`config.mk`:
```
export PLATFORM = sky130hd
export DESIGN_NAME = seq_step_engine
export DESIGN_NICKNAME = d
export VERILOG_FILES = /design/src/rtl/seq_pkg.sv /design/src/rtl/seq_step_engine_timer.sv /design/src/rtl/seq_step_engine.sv
export SDC_FILE = /design/constraint.sdc
export NUM_CORES = 1
export LEC_CHECK = 0
export CORE_MARGIN = 2
export CORE_UTILIZATION = 25
export DETAILED_ROUTE_END_ITERATION = 7
export GPL_ROUTABILITY_DRIVEN = 0
export GPL_TIMING_DRIVEN = 1
export HOLD_SLACK_MARGIN = 0.08
export PLACE_DENSITY = 0.4
export SLEW_MARGIN = 0
export SYNTH_ARGS = -nofsm -noshare
export SYNTH_HDL_FRONTEND = slang
export SYNTH_SLANG_ARGS = --single-unit
```
`constraint.sdc`:
```
create_clock -name clk -period 2.1 [get_ports clk]
set_clock_uncertainty 0.1 [all_clocks]
set_input_delay 0.315 -clock clk [delete_from_list [all_inputs] [get_ports clk]]
set_output_delay 0.315 -clock clk [all_outputs]
set_load 0.01 [all_outputs]
```
`src/rtl/seq_pkg.sv`:
```
// Shared types and helpers for the step sequencer: FSM state encoding,
// index-width derivation and duty clamping.
package seq_pkg;

  typedef enum logic [1:0] {
    IDLE,
    START,
    PLAY
  } seq_state_t;

  // Width of an index able to address n entries; never narrower than one bit.
  function automatic int unsigned step_idx_w(input int unsigned n);
    return (n > 1) ? $clog2(n) : 1;
  endfunction

  function automatic logic [31:0] clamp_duty(input logic [31:0] d, input logic [31:0] lim);
    return (d > lim) ? lim : d;
  endfunction

endpackage

```
`src/rtl/seq_step_engine_timer.sv`:
```
// Per-step tick counter: flags the last tick of a step and whether the gate
// window still covers the next tick.
module step_timer
  import seq_pkg::*;
#(
  parameter int unsigned STEP_TICKS = 1500000,
  parameter int unsigned GATE_TICKS = 750000
) (
  input  logic clk,
  input  logic rst_n,
  input  logic restart,
  input  logic en,
  output logic step_end,
  output logic gate_on
);

  localparam int unsigned TW = step_idx_w(STEP_TICKS);
  localparam logic [TW-1:0] LAST      = TW'(STEP_TICKS - 1);
  localparam logic [TW-1:0] GATE_LAST = TW'(GATE_TICKS - 1);

  logic [TW-1:0] tick;

  always_ff @(posedge clk or negedge rst_n) begin
    if (!rst_n) begin
      tick <= '0;
    end else if (restart || !en || step_end) begin
      tick <= '0;
    end else begin
      tick <= tick + TW'(1);
    end
  end

  assign step_end = (tick == LAST);
  // High while tick+1 < GATE_TICKS, so the registered gate falls exactly on tick GATE_TICKS.
  assign gate_on  = (tick < GATE_LAST);

endmodule

```
`src/rtl/seq_step_engine.sv`:
```
// Step sequencer feeding the PWM compare stage: plays an 8-entry duty pattern
// at a fixed tempo with a load strobe, gate indicator and busy flag.
module seq_step_engine
  import seq_pkg::*;
#(
  parameter int unsigned PWM_INTERVAL = 1200,
  parameter int unsigned DUTY_W       = 11,
  parameter int unsigned NUM_STEPS    = 8,
  parameter int unsigned STEP_TICKS   = 1500000,
  parameter int unsigned GATE_TICKS   = 750000,
  localparam int unsigned IW          = step_idx_w(NUM_STEPS)
) (
  input  logic              clk,
  input  logic              rst_n,
  input  logic              run,
  input  logic              wr_en,
  input  logic [IW-1:0]     wr_addr,
  input  logic [DUTY_W-1:0] wr_data,
  output logic [DUTY_W-1:0] duty,
  output logic              duty_vld,
  output logic [IW-1:0]     step_idx,
  output logic              gate,
  output logic              busy
);

  seq_state_t        state;
  logic [DUTY_W-1:0] pattern [NUM_STEPS];
  logic [DUTY_W-1:0] wr_val;
  logic [IW-1:0]     load_idx;
  logic [DUTY_W-1:0] load_duty;
  logic              step_end;
  logic              gate_on;
  logic              load;

  assign wr_val = DUTY_W'(clamp_duty(32'(wr_data), 32'(PWM_INTERVAL)));

  always_ff @(posedge clk or negedge rst_n) begin
    if (!rst_n) begin
      for (int unsigned i = 0; i < NUM_STEPS; i++) pattern[i] <= '0;
    end else if (wr_en) begin
      pattern[wr_addr] <= wr_val;
    end
  end

  // A load reads the pre-edge pattern, so a same-edge write only shows on the next pass.
  assign load_idx  = (state == START) ? '0 : step_idx + IW'(1);
  assign load_duty = pattern[load_idx];
  assign load      = (state == START) || ((state == PLAY) && step_end && run);

  step_timer #(
    .STEP_TICKS(STEP_TICKS),
    .GATE_TICKS(GATE_TICKS)
  ) u_timer (
    .clk     (clk),
    .rst_n   (rst_n),
    .restart (load),
    .en      (state == PLAY),
    .step_end(step_end),
    .gate_on (gate_on)
  );

  always_ff @(posedge clk or negedge rst_n) begin
    if (!rst_n) begin
      state    <= IDLE;
      duty     <= '0;
      duty_vld <= 1'b0;
      step_idx <= '0;
      gate     <= 1'b0;
      busy     <= 1'b0;
    end else begin
      duty_vld <= 1'b0;
      case (state)
        IDLE: begin
          if (run) begin
            state <= START;
            busy  <= 1'b1;
          end
        end
        START, PLAY: begin
          if (load) begin
            state    <= PLAY;
            duty     <= load_duty;
            step_idx <= load_idx;
            gate     <= (load_duty != '0);
            duty_vld <= 1'b1;
          end else if (step_end) begin
            state    <= IDLE;
            duty     <= '0;
            step_idx <= '0;
            gate     <= 1'b0;
            busy     <= 1'b0;
            duty_vld <= 1'b1;
          end else begin
            gate <= gate & gate_on;
          end
        end
        default: begin
          state <= IDLE;
          busy  <= 1'b0;
        end
      endcase
    end
  end

endmodule

```
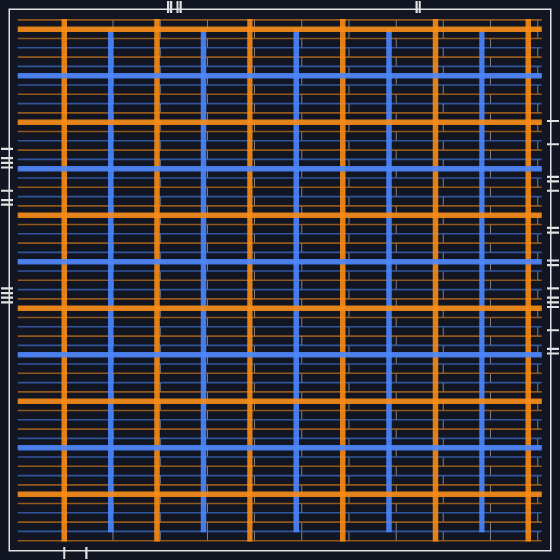
**Above:** run 1 (power grid).
Pins as bars on the die edge. Tap cells in gray.
color	net
orange	VSS
blue	VDD
met5 straps	11
rows	56
met4 straps	11
tap cells	319
met1 rails	57

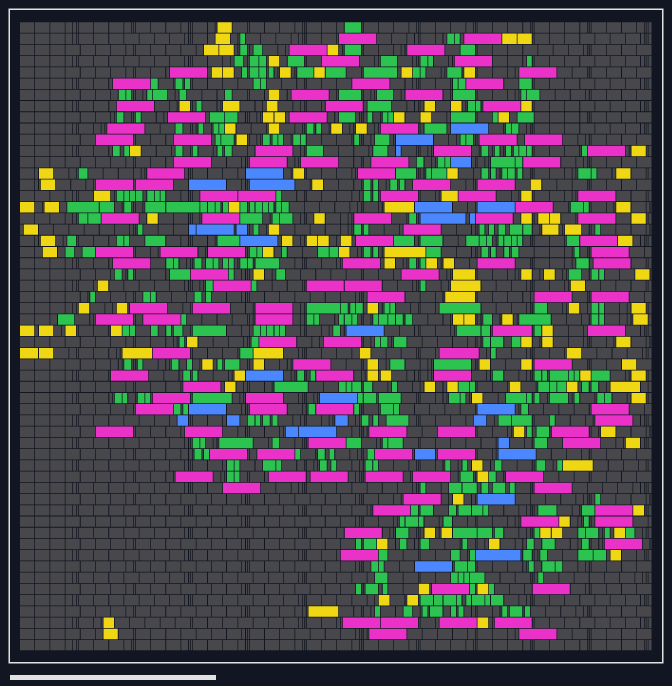
**Above:** run 1 (placement by cell class).
Scale bar: 50 um. Fill, decap, tap and diode cells in gray.
color	class	cells	share of their area
blue	clock drivers and dummy loads	32	7.7%
yellow	other buffers and delay cells	148	17%
green	all other logic	447	35%
magenta	flip-flops	128	40%

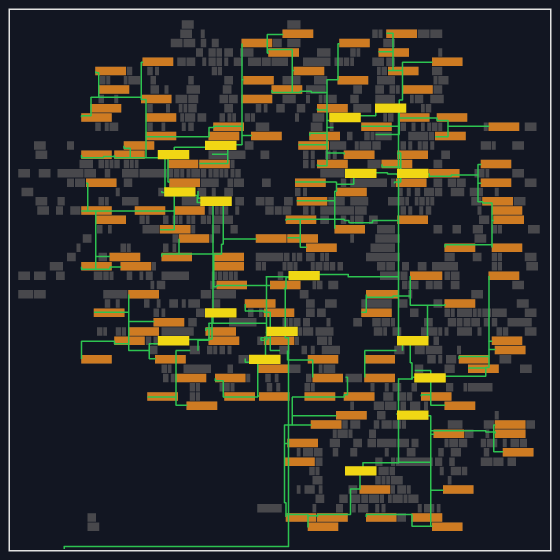
**Above:** run 1 (clock distribution).
[orange] flip-flops | count: 128
[green] clock wires | length: 1870 um
[yellow] cells driving clock nets | count: 17
routed clock nets	18
flops lie	spread over the die

==> reports/metrics.json, run 1 <==
{
  "grt_overflow_total": {"value": 0},
  "final.setup.worst_slack": {"value": -0.374, "unit": "ns"},
  "timing.critical_path.to_type": {"value": "flip-flop"},
  "worstSetupPathDepth": {"value": 11},
  "timing.critical_path.fanout_max": {"value": 6},
  "synth.yosys.chip_area": {"value": 0.00592, "unit": "mm^2"},
  "fraction_of_registers_with_async_set_or_reset_after_synthesis": {"value": 100, "unit": "%"},
  "max-cap-violations": {"value": 0},
  "drt.antenna.violating_nets": {"value": 0},
  "postLayoutCellArea": {"value": 0.00840, "unit": "mm^2"},
  "yosys.stat.seqShare": {"value": 54.1, "unit": "%"},
  "first_pass_iters": {"value": 5},
  "reg2reg_depth": {"value": 11},
  "vias_in_the_first_global_route": {"value": 4786},
  "static_leakage": {"value": 3.82, "unit": "nW"},
  "clkTransAtPathRegs": {"value": 0.06, "unit": "ns"},
  "floorplan.initialDensity": {"value": 25.4, "unit": "%"},
  "worst_hold_path_type": {"value": "in2async"},
  "lay_top_cells": {"value": "nand2_1 (138), dfrtp_1 (126), buf_4 (99)"},
  "placed_area": {"value": 0.00729, "unit": "mm^2"},
  "timing_hold_violations_final": {"value": 0},
  "syn-cell-area": {"value": 0.00592, "unit": "mm^2"},
  "reg2reg_setup_slack": {"value": -0.37, "unit": "ns"},
  "setup.worst_path.start_class": {"value": "flip-flop"},
  "drive_above_1_share": {"value": 27.7, "unit": "%"},
  "drt_iter0_drc": {"value": 255},
  "violations": {"value": "setup timing"},
  "setup_viol": {"value": 12},
  "max_slew.worst_pin.slew": {"value": 0.550, "unit": "ns"},
  "outcome": {"value": "complete, but fails checks"},
  "finalNetCount": {"value": 765},
  "insertedDiodeCount": {"value": 0},
  "tritoncts": {"value": "yes"},
  "lay_top_count": {"value": "nand2_1"},
  "slew_violations": {"value": 0},
  "stage_log_warnings": {"value": 31},
  "dominantRegCellSynth": {"value": "dfrtp_1"},
  "final.min_clock_period": {"value": 2.47, "unit": "ns"},
  "irDropWorstVdd": {"value": 0.000430, "unit": "V"},
  "yosys-stat-cells": {"value": 607},
  "detailroute.wirelength.met3": {"value": 573, "unit": "um"},
  "met2RoutedLength": {"value": 7400, "unit": "um"},
  "maxClockFrequency": {"value": 404, "unit": "MHz"},
  "total_power": {"value": 6.85, "unit": "mW"},
  "syn_inst": {"value": 607},
  "path_buffers": {"value": 3}
}
==> run 1: cell families after synthesis <==
logic type               count (synthesis)  synth area share [%]
flip-flops                             128                  54.1
AND-OR/OR-AND                          138                  13.7
buffers and inverters                   41                  3.36
adder cells (fa/ha/maj)                  5                  1.06
AND/OR/NAND/NOR                        244                  18.3
XOR/XNOR                                21                  3.11
multiplexers                            30                  6.36
==> run 1: routing by layer <==
metal	GRT usage, %	up-vias
met1	20.8	2370
met2	21.0	89
met5	0	-
met3	2.60	18
met4	5.19	0
li1	-	2388
==> run 1: worst paths after layout <==
check | startpoint | to
worst max-delay path | step_idx[1]$_DFFE_PN0P_ | gate$_DFFE_PN0N_
worst min-delay path | rst_n | pattern[9]$_DFFE_PN0P_
worst max register to register | step_idx[1]$_DFFE_PN0P_ | gate$_DFFE_PN0N_
worst min register to register | duty[4]$_DFFE_PN0P_ | duty[4]$_DFFE_PN0P_
max in group asynchronous | rst_n | pattern[3]$_DFFE_PN0P_
min in group clk | wr_data[0] | pattern[44]$_DFFE_PN0P_
==> run 1: layout make-up <==
class	count	share of cell area [%]
Multi-Input combinational cell	439	33.4
Clock buffer	21	5.48
Timing Repair Buffer	148	16.0
Sequential cell	128	38.2
Clock inverter	11	1.82
Tap cell	319	4.75
Inverter	8	0.402
==> run 1: repair_timing <==
action / 4_1_cts / 5_1_grt
hold buffers: 1 / 0
endpoints found under the setup margin: 67 / 80
setup buffers: 11 / 14
pin swaps: 16 / 14
gates resized: 30 / 61
gates cloned: 2 / 1
hold endpoints to repair: 33 / 0
==> run 1: worst register-to-register path, cell delays in order (launching register included) <==
cell and delay, ns:
dfrtp_2 0.42, ha_4 0.19, xor2_4 0.19, buf_12 0.14, buf_12 0.13, mux2i_2 0.26, a221oi_2 0.10, a32oi_1 0.19
buf_4 0.16, nand4_1 0.14, nor4_4 0.27, o2bb2ai_1 0.08
==> run 1: registers in the layout, summed over array words and instances (netlist names) <==
signal / count
duty_vld: 1
step_idx: 3
gate: 1
pattern: 88
busy: 1
duty: 11
state: 2
u_timer.tick: 21
==> run 1: where the power goes <==
| group | internal, mW | switching, mW | leakage, nW | total [mW] |
|---|---|---|---|---|
| Combinational | 0.405 | 0.414 | 1.93 | 0.819 |
| Sequential | 2.77 | 0.191 | 1.60 | 2.96 |
| Clock | 1.94 | 1.13 | 0.291 | 3.07 |
| Total | 5.11 | 1.74 | 3.82 | 6.85 |
==> run 1: Yosys cell counts, drive strengths merged (2+ instances only) <==
cell,number
a22o,3
mux4,5
inv,8
a32oi,7
nor2,33
a21oi,11
o221ai,4
and2b,4
nand2,140
ha,5
nor4bb,2
and3,7
o21ai,95
clkbuf,22
dfrtp,128
xnor2,8
mux2i,17
nand3,31
nand4,4
o31ai,3
buf,11
and2,3
xor2,13
nand2b,7
mux2,8
a221oi,7
a31oi,3
nor2b,6
==> run 1: stage by stage <==
step / setup TNS (ns) / utilization (%)
after global routing: -2.59 / 36.0
after detailed placement: -32.02 / 31.2
after CTS: -2.34 / 35.0
final: -1.56 / 36.0
after global placement: -30.31 / 31.2
after floorplan: -0.124 / -
==> run 2, diff against run 1 <==
==> constraint.sdc (replaced) <==
create_clock -name clk -period 2.1 [get_ports clk]
set_clock_uncertainty 0.1 [all_clocks]
set_input_delay 0.42 -clock clk [delete_from_list [all_inputs] [get_ports clk]]
set_output_delay 0.42 -clock clk [all_outputs]
set_load 0.01 [all_outputs]
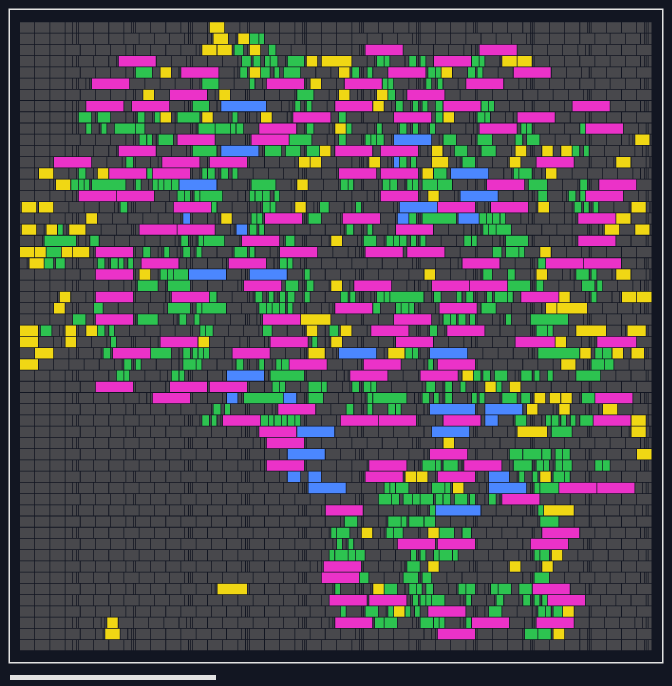
**Above:** run 2 (placement by cell class).
Scale bar: 50 um. Fill, decap, tap and diode cells in gray.
post-route core utilization: 34.9%
total core area: 0.0233 mm^2
sequential share of cell area: 39.4%
Finished Cell Area: 0.00814 mm^2
num rows: 56

==> run 2 against run 1 <==
The flow still finishes with violations (setup timing). Synthesized cell count unchanged. Via count down 2.8%. Fmax up 1.9%. Worst hold slack better by 0.048 ns. Power down 0.54%. Count of clock-buffer cells in the layout down 1. Final cell count down 2.0%. Clock power about the same. Non-clock buffer count down 19. Global-route usage up 0.10 points. Die area unchanged.
==> reports/metrics.json, run 2 <==
{
  "largest_register_ffs": {"value": 88, "change": "unchanged"},
  "clkTransAtPathRegs": {"value": 0.07, "unit": "ns", "change": "about the same"},
  "detail_route.wirelength": {"value": 16700, "unit": "um"},
  "slew_headroom": {"value": 68.6, "unit": "%"},
  "syn-cell-area": {"value": 0.00592, "unit": "mm^2", "change": "unchanged"},
  "placed_area": {"value": 0.00724, "unit": "mm^2", "change": "-0.62%"},
  "floorplan.initialDensity": {"value": 25.4, "unit": "%", "change": "unchanged"},
  "registers.top_by_ff_count": {"value": "pattern"},
  "ys.flops": {"value": 128},
  "lay_top_count": {"value": "nand2_1"},
  "clock_tree.root_cell": {"value": "clkbuf_16"},
  "final.setup.worst_slack": {"value": -0.328, "unit": "ns", "change": "+0.0459 ns"},
  "yosys-stat-cells": {"value": 607, "change": "unchanged"},
  "irDropWorstVdd": {"value": 0.000417, "unit": "V", "change": "-3.1%"},
  "finalNetCount": {"value": 745, "change": "-2.6%"},
  "warnings_synthesis": {"value": 0},
  "reg_top3": {"value": "pattern: 88 flops, u_timer.tick: 21 flops, duty: 11 flops"},
  "buffer_ports.inserted": {"value": 34},
  "timing_hold_violations_final": {"value": 0, "change": "unchanged"},
  "power_switching": {"value": 1.73, "unit": "mW", "change": "-0.48%"},
  "finalSetupTns": {"value": -0.844, "unit": "ns", "change": "+0.712 ns"},
  "synthTopCellsByCount": {"value": "nand2_1 (140), dfrtp_1 (128), o21ai_0 (94)"},
  "lay_top_cells": {"value": "nand2_1 (137), dfrtp_1 (126), buf_4 (83)"},
  "cts_inserted_buffers": {"value": 17},
  "drt_iter0_drc": {"value": 248, "change": "-2.7%"},
  "fin_worst_hold_slack": {"value": 0.367, "unit": "ns"},
  "synth.yosys.chip_area": {"value": 0.00592, "unit": "mm^2", "change": "unchanged"},
  "yosys.stat.seqShare": {"value": 54.1, "unit": "%", "change": "unchanged"},
  "cts-root-to-sink-buffers": {"value": 2},
  "worst_hold_path_type": {"value": "in2async"},
  "stage_log_warnings": {"value": 31, "change": "unchanged"},
  "drive_above_1_share": {"value": 24.7, "unit": "%", "change": "-3.0 points"},
  "avgRoutedWirePerCell": {"value": 15.8, "unit": "um"},
  "first_pass_iters": {"value": 4, "change": "-1"},
  "outcome": {"value": "complete, but fails checks"},
  "tritoncts": {"value": "yes"},
  "cts.htree.levels": {"value": 4},
  "grt_overflow_total": {"value": 0, "change": "unchanged"},
  "sink_count": {"value": 128},
  "dominantRegCellSynth": {"value": "dfrtp_1"},
  "setup.worst_path.start_class": {"value": "flip-flop"},
  "insertedDiodeCount": {"value": 0, "change": "unchanged"},
  "rsz_0062_raised_after_global_routing": {"value": "yes"},
  "grt_antenna_before_repair": {"value": 0},
  "timing.critical_path.fanout_max": {"value": 7, "change": "+1"},
  "maxClockFrequency": {"value": 412, "unit": "MHz", "change": "+1.9%"},
  "yosysMostFrequentCell": {"value": "nand2_1"},
  "timing.critical_path.arrival": {"value": 2.63, "unit": "ns"},
  "power_frac_clock": {"value": 45.3, "unit": "%", "change": "+0.5 points"},
  "final.min_clock_period": {"value": 2.43, "unit": "ns", "change": "-0.0459 ns"},
  "power.share.sequential": {"value": 43.3, "unit": "%", "change": "about the same"},
  "total_power": {"value": 6.82, "unit": "mW", "change": "-0.54%"},
  "netSwitchingFraction": {"value": 25.4, "unit": "%", "change": "about the same"},
  "power_per_cell_area": {"value": 837, "unit": "mW/mm^2"},
  "static_leakage": {"value": 3.75, "unit": "nW", "change": "-1.8%"},
  "timing.critical_path.to_type": {"value": "flip-flop"},
  "fraction_of_registers_with_async_set_or_reset_after_synthesis": {"value": 100, "unit": "%", "change": "unchanged"},
  "vias_in_the_first_global_route": {"value": 4828, "change": "+0.88%"},
  "area.growth.synth_to_final": {"value": 37.4, "unit": "%"},
  "drt.antenna.violating_nets": {"value": 0, "change": "unchanged"},
  "syn_inst": {"value": 607, "change": "unchanged"},
  "power_report.internal_total": {"value": 5.09, "unit": "mW", "change": "-0.56%"},
  "slew_violations": {"value": 0, "change": "unchanged"},
  "setup_viol": {"value": 8, "change": "-4"},
  "violations": {"value": "setup timing"},
  "max-cap-violations": {"value": 0, "change": "unchanged"},
  "required": {"value": 2.30, "unit": "ns"},
  "die_area": {"value": 0.0249, "unit": "mm^2"},
  "comb_power_share": {"value": 11.4, "unit": "%", "change": "-0.5 points"},
  "max_slew.worst_pin.slew": {"value": 0.464, "unit": "ns", "change": "-0.0858 ns"}
}
run 2: cell types whose count changed in the layout (fill, tap and decap cells not counted), moves of 2 or more:
cell | before | now
nand2_2 | 1 | 3
buf_4 | 99 | 83
o21ai_1 | 21 | 17
nand3_2 | 3 | 1
clkdlybuf4s50_1 | 32 | 27
mux2i_1 | 9 | 11
nand3_1 | 28 | 30
o21ai_0 | 64 | 69
dlymetal6s2s_1 | 1 | 5
run 2: what timing repair did:
item / CTS / global route
endpoints found under the hold margin: 21 / 0
gates resized: 50 / 29
setup buffers: 8 / 7
gates cloned: 0 / 0
hold buffers: 1 / 0
pin swaps: 20 / 19
setup endpoints to repair: 69 / 79
run 2: final timing paths:
check | endpoint | cells past startpoint | startpoint | slack (ns)
hold reg to reg | pattern[11]$_DFFE_PN0P_ | 2 | pattern[11]$_DFFE_PN0P_ | 0.38
setup reg to reg | gate$_DFFE_PN0N_ | 10 | step_idx[1]$_DFFE_PN0P_ | -0.33
max in group asynchronous | step_idx[1]$_DFFE_PN0P_ | 3 | rst_n | 0.82
min in group clk | pattern[11]$_DFFE_PN0P_ | 2 | pattern[11]$_DFFE_PN0P_ | 0.38
setup / recovery | gate$_DFFE_PN0N_ | 10 | step_idx[1]$_DFFE_PN0P_ | -0.33
hold / removal | pattern[49]$_DFFE_PN0P_ | 2 | rst_n | 0.37
run 2: worst max-delay path: stages, from the launching register on:
cell,delay (ns)
dfrtp_2,0.42
ha_4,0.18
xor2_4,0.24
buf_12,0.18
mux2i_4,0.25
a221oi_2,0.10
a32oi_2,0.24
buf_4,0.17
nand4_1,0.10
nor4_2,0.26
o2bb2ai_1,0.08
run 2: final cells by class:
cell class / count / area, um^2
Clock inverter: 11 / 153
Sequential cell: 128 / 3210
Clock buffer: 20 / 457
Timing Repair Buffer: 129 / 1170
Tap cell: 319 / 399
Inverter: 8 / 33.8
Fill cell: 2354 / 15200
Multi-Input combinational cell: 438 / 2720
run 2: layer usage:
layer	part of all wire, %	vias up	GRT usage, %
met3	3.1	16	2.76
met2	45	90	21.8
li1	-	2345	-
met4	1.6	0	4.81
met5	0	-	0
met1	50	2280	20.4
run 2: power groups by stage:
stage          logic [mW]  clock network (mW)  registers (mW)
2_1_floorplan       0.403                   0            2.93
3_3_place_gp        0.693                   0            2.97
3_5_place_dp        0.712                   0            2.98
4_1_cts             0.754                3.14            2.94
5_1_grt             0.891                3.25            2.99
6_report            0.778                3.09            2.95
run 2: logic make-up after synthesis:
logic type | share of synthesized area (%)
AND-OR/OR-AND | 13.7
XOR/XNOR | 3.11
adder cells (fa/ha/maj) | 1.06
buffers and inverters | 3.36
flip-flops | 54.1
multiplexers | 6.36
AND/OR/NAND/NOR | 18.3
run 2: stage by stage:
step,cells,setup slack [ns]
floorplan,607,-0.124
global placement,1011,-0.555
detailed placement,1011,-0.570
CTS,1047,-0.382
global route,1053,-0.482
finish,1053,-0.328
==> run 3, diff against run 2 <==
Settings changed: SKIP_LAST_GASP from default to 1.
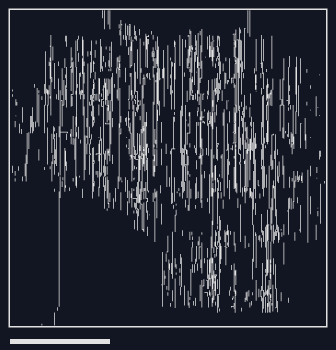
**Above:** run 3 (signal wires on met2).
Scale bar: 50 um.
main direction	vertical
share of all routed wire	45%

==> run 3 against run 2 <==
The run still ends with setup timing left. Sequential power about the same. Count of clock-buffer cells in the layout is the same. Critical path depth shrank 1. Global-route usage unchanged. Final cell count hardly changed. Cell area down 0.12%. Worst hold slack worse by 0.00051 ns. First-iteration DRC count shrank 13%. Largest cell class unchanged.
==> reports/metrics.json, run 3 <==
{
  "area.growth.synth_to_final": {"value": 37.3, "unit": "%"},
  "drt.antenna.violating_nets": {"value": 0, "change": "unchanged"},
  "finalNetCount": {"value": 744, "change": "-0.13%"},
  "rsz_0062_raised_after_global_routing": {"value": "yes"},
  "power_switching": {"value": 1.73, "unit": "mW", "change": "-0.15%"},
  "syn-cell-area": {"value": 0.00592, "unit": "mm^2", "change": "unchanged"},
  "ys.flops": {"value": 128, "change": "unchanged"},
  "avgRoutedWirePerCell": {"value": 15.8, "unit": "um", "change": "about the same"},
  "synth.logic.top_family": {"value": "simple AND/OR/NAND/NOR gates"},
  "drive_above_1_share": {"value": 24.6, "unit": "%", "change": "-0.10 points"},
  "lay_top_cells": {"value": "nand2_1 (137), dfrtp_1 (126), buf_4 (82)"},
  "yosysMostFrequentCell": {"value": "nand2_1"},
  "reg2reg_depth": {"value": 9, "change": "-1"},
  "drt_iter0_drc": {"value": 217, "change": "-13%"},
  "timing_hold_violations_final": {"value": 0, "change": "unchanged"},
  "synth.yosys.chip_area": {"value": 0.00592, "unit": "mm^2", "change": "unchanged"},
  "setup.worst_path.start_class": {"value": "flip-flop"},
  "crit_type": {"value": "reg2reg"},
  "max_slew.worst_pin.slew": {"value": 0.464, "unit": "ns", "change": "unchanged"},
  "buffer_ports.inserted": {"value": 34, "change": "unchanged"},
  "r2r-end": {"value": "gate$_DFFE_PN0N_"},
  "fraction_of_registers_with_async_set_or_reset_after_synthesis": {"value": 100, "unit": "%", "change": "unchanged"},
  "largest_register_ffs": {"value": 88, "change": "unchanged"},
  "post_synth_edffs": {"value": 0},
  "die_area": {"value": 0.0249, "unit": "mm^2", "change": "unchanged"},
  "detail_route.wirelength": {"value": 16600, "unit": "um", "change": "-0.18%"},
  "slew_headroom": {"value": 68.6, "unit": "%", "change": "unchanged"},
  "max-cap-violations": {"value": 0, "change": "unchanged"},
  "cts.htree.levels": {"value": 4, "change": "unchanged"},
  "maxClockFrequency": {"value": 402, "unit": "MHz", "change": "-2.5%"},
  "yosys-mux-area-fraction": {"value": 6.36, "unit": "%", "change": "unchanged"},
  "synth-compound-area-share": {"value": 13.7, "unit": "%", "change": "unchanged"},
  "final.min_clock_period": {"value": 2.49, "unit": "ns", "change": "+0.0626 ns"},
  "sink_count": {"value": 128, "change": "unchanged"},
  "lay_top_count": {"value": "nand2_1"},
  "irDropWorstVdd": {"value": 0.000416, "unit": "V", "change": "about the same"},
  "grt_antenna_before_repair": {"value": 0, "change": "unchanged"},
  "required": {"value": 2.30, "unit": "ns", "change": "about the same"},
  "warnings_synthesis": {"value": 0, "change": "unchanged"},
  "timing.critical_path.arrival": {"value": 2.69, "unit": "ns", "change": "+0.06 ns"},
  "postLayoutCellArea": {"value": 0.00813, "unit": "mm^2", "change": "-0.12%"},
  "comb_power_share": {"value": 11.3, "unit": "%", "change": "about the same"},
  "outcome": {"value": "complete, but fails checks"},
  "vias_in_the_first_global_route": {"value": 4827, "change": "-0.021%"},
  "finalSetupTns": {"value": -1.08, "unit": "ns", "change": "-0.236 ns"},
  "coreArea": {"value": 0.0233, "unit": "mm^2", "change": "unchanged"},
  "worst_hold_path_type": {"value": "in2async"},
  "final.setup.worst_slack": {"value": -0.390, "unit": "ns", "change": "-0.0626 ns"},
  "timing.critical_path.to_type": {"value": "flip-flop"},
  "dominantRegCellSynth": {"value": "dfrtp_1"},
  "timing.critical_path.fanout_max": {"value": 7, "change": "unchanged"},
  "num_rows": {"value": 56, "change": "unchanged"},
  "reg2reg_setup_slack": {"value": -0.39, "unit": "ns", "change": "-0.06 ns"},
  "syn_inst": {"value": 607, "change": "unchanged"},
  "cts-root-to-sink-buffers": {"value": 2, "change": "unchanged"},
  "static_leakage": {"value": 3.73, "unit": "nW", "change": "-0.65%"},
  "slew_violations": {"value": 0, "change": "unchanged"},
  "stage_log_warnings": {"value": 31, "change": "unchanged"},
  "clock_tree.root_cell": {"value": "clkbuf_16"},
  "xor_area_share": {"value": 3.11, "unit": "%", "change": "unchanged"},
  "fin_cells": {"value": 1052, "change": "-0.095%"},
  "reg2reg_from": {"value": "step_idx[1]$_DFFE_PN0P_"},
  "violations": {"value": "setup timing"},
  "synth.cellmix.adderShare": {"value": 1.06, "unit": "%", "change": "unchanged"},
  "power.share.sequential": {"value": 43.4, "unit": "%", "change": "about the same"},
  "registers.top_by_ff_count": {"value": "pattern"},
  "synthTopCellsByCount": {"value": "nand2_1 (140), dfrtp_1 (128), o21ai_0 (94)"},
  "clkTransAtPathRegs": {"value": 0.06, "unit": "ns", "change": "about the same"},
  "floorplan.initialDensity": {"value": 25.4, "unit": "%", "change": "unchanged"},
  "yosys.stat.seqShare": {"value": 54.1, "unit": "%", "change": "unchanged"},
  "fin_worst_hold_slack": {"value": 0.367, "unit": "ns", "change": "-0.000514 ns"},
  "yosys-stat-cells": {"value": 607, "change": "unchanged"},
  "tritoncts": {"value": "yes"},
  "synthSimpleGateAreaFrac": {"value": 18.3, "unit": "%", "change": "unchanged"},
  "setup_viol": {"value": 9, "change": "+1"},
  "power_frac_clock": {"value": 45.3, "unit": "%", "change": "about the same"},
  "post_route_drc_violation_count": {"value": 0},
  "placed_area": {"value": 0.00724, "unit": "mm^2", "change": "unchanged"},
  "reg_top3": {"value": "pattern: 88 flops, u_timer.tick: 21 flops, duty: 11 flops"},
  "cts_inserted_buffers": {"value": 17, "change": "unchanged"},
  "dp.cells": {"value": 1011, "change": "unchanged"},
  "insertedDiodeCount": {"value": 0, "change": "unchanged"},
  "netSwitchingFraction": {"value": 25.4, "unit": "%", "change": "about the same"},
  "grt_overflow_total": {"value": 0, "change": "unchanged"}
}
[run 3: cell counts after synthesis]
Identical to the previous run, type by type.
[run 3: worst max-delay path by stage]
stage / from / to / cells after the start
global route: step_idx[1]$_DFFE_PN0P_ / gate$_DFFE_PN0N_ / 10
floorplan: step_idx[0]$_DFFE_PN0P_ / gate$_DFFE_PN0N_ / 9
global placement: wr_data[0] / pattern[18]$_DFFE_PN0P_ / 8
CTS: step_idx[0]$_DFFE_PN0P_ / gate$_DFFE_PN0N_ / 10
finish: step_idx[1]$_DFFE_PN0P_ / gate$_DFFE_PN0N_ / 9
detailed placement: wr_data[0] / pattern[18]$_DFFE_PN0P_ / 8
[run 3: metal layers]
layer | up-vias | share of wire (%) | wire, um | global-route usage [%]
met2 | 84 | 45 | 7550 | 21.8
li1 | 2342 | - | - | -
met3 | 15 | 3.1 | 509 | 2.76
met1 | 2282 | 50 | 8300 | 20.4
met4 | 0 | 1.5 | 257 | 4.81
met5 | - | 0 | 0 | 0
[run 3: cells by family (layout without fill, tap and decap cells)]
group                      after synthesis  count (layout)
xor gates and xnor gates                21              21
muxes                                   30              30
DFF                                    128             128
buffers and inverters                   41             167
and+or+nand+nor                        244             244
AOI/OAI and AO/OA                      138             138
adders and majority gates                5               5
[run 3: timing repair]
item                       4_1_cts  5_1_grt
buffers inserted                 8        7
setup endpoints to repair       69       80
hold endpoints to repair        21        0
resized                         48       29
gates cloned                     0        0
hold buffers                     1        0
pin swaps                       19       20
[run 3: power groups by stage]
stage	logic, mW	registers, mW	clock network, mW
detailed placement	0.712	2.98	0
finish	0.771	2.95	3.08
global route	0.884	2.99	3.25
CTS	0.754	2.94	3.14
global placement	0.693	2.97	0
floorplan	0.403	2.93	0
[run 3: critical path: stages, from the launching register on]
cell,delay [ns]
dfrtp_2,0.42
ha_4,0.18
xor2_4,0.27
buf_12,0.18
mux2i_4,0.25
a221oi_2,0.10
a32oi_2,0.36
nand4_1,0.16
nor4_2,0.28
o2bb2ai_1,0.09
[run 3: metrics by stage]
| stage | util [%] | power [mW] |
|---|---|---|
| 2_1_floorplan | - | 3.33 |
| 3_5_place_dp | 31.0 | 3.69 |
| 3_3_place_gp | 31.0 | 3.67 |
| 4_1_cts | 34.3 | 6.83 |
| 5_1_grt | 34.8 | 7.12 |
| 6_report | 34.8 | 6.81 |
[run 3: final cells by class]
| class | count | area, um^2 |
|---|---|---|
| fillers | 2353 | 15200 |
| flip-flops and latches | 128 | 3210 |
| multi-input cells | 438 | 2720 |
| repair buffers | 128 | 1160 |
| clock buffers | 20 | 457 |
| well taps | 319 | 399 |
| clock inverters | 11 | 153 |
| inverters | 8 | 33.8 |
Power and IR drop assume default switching activity.
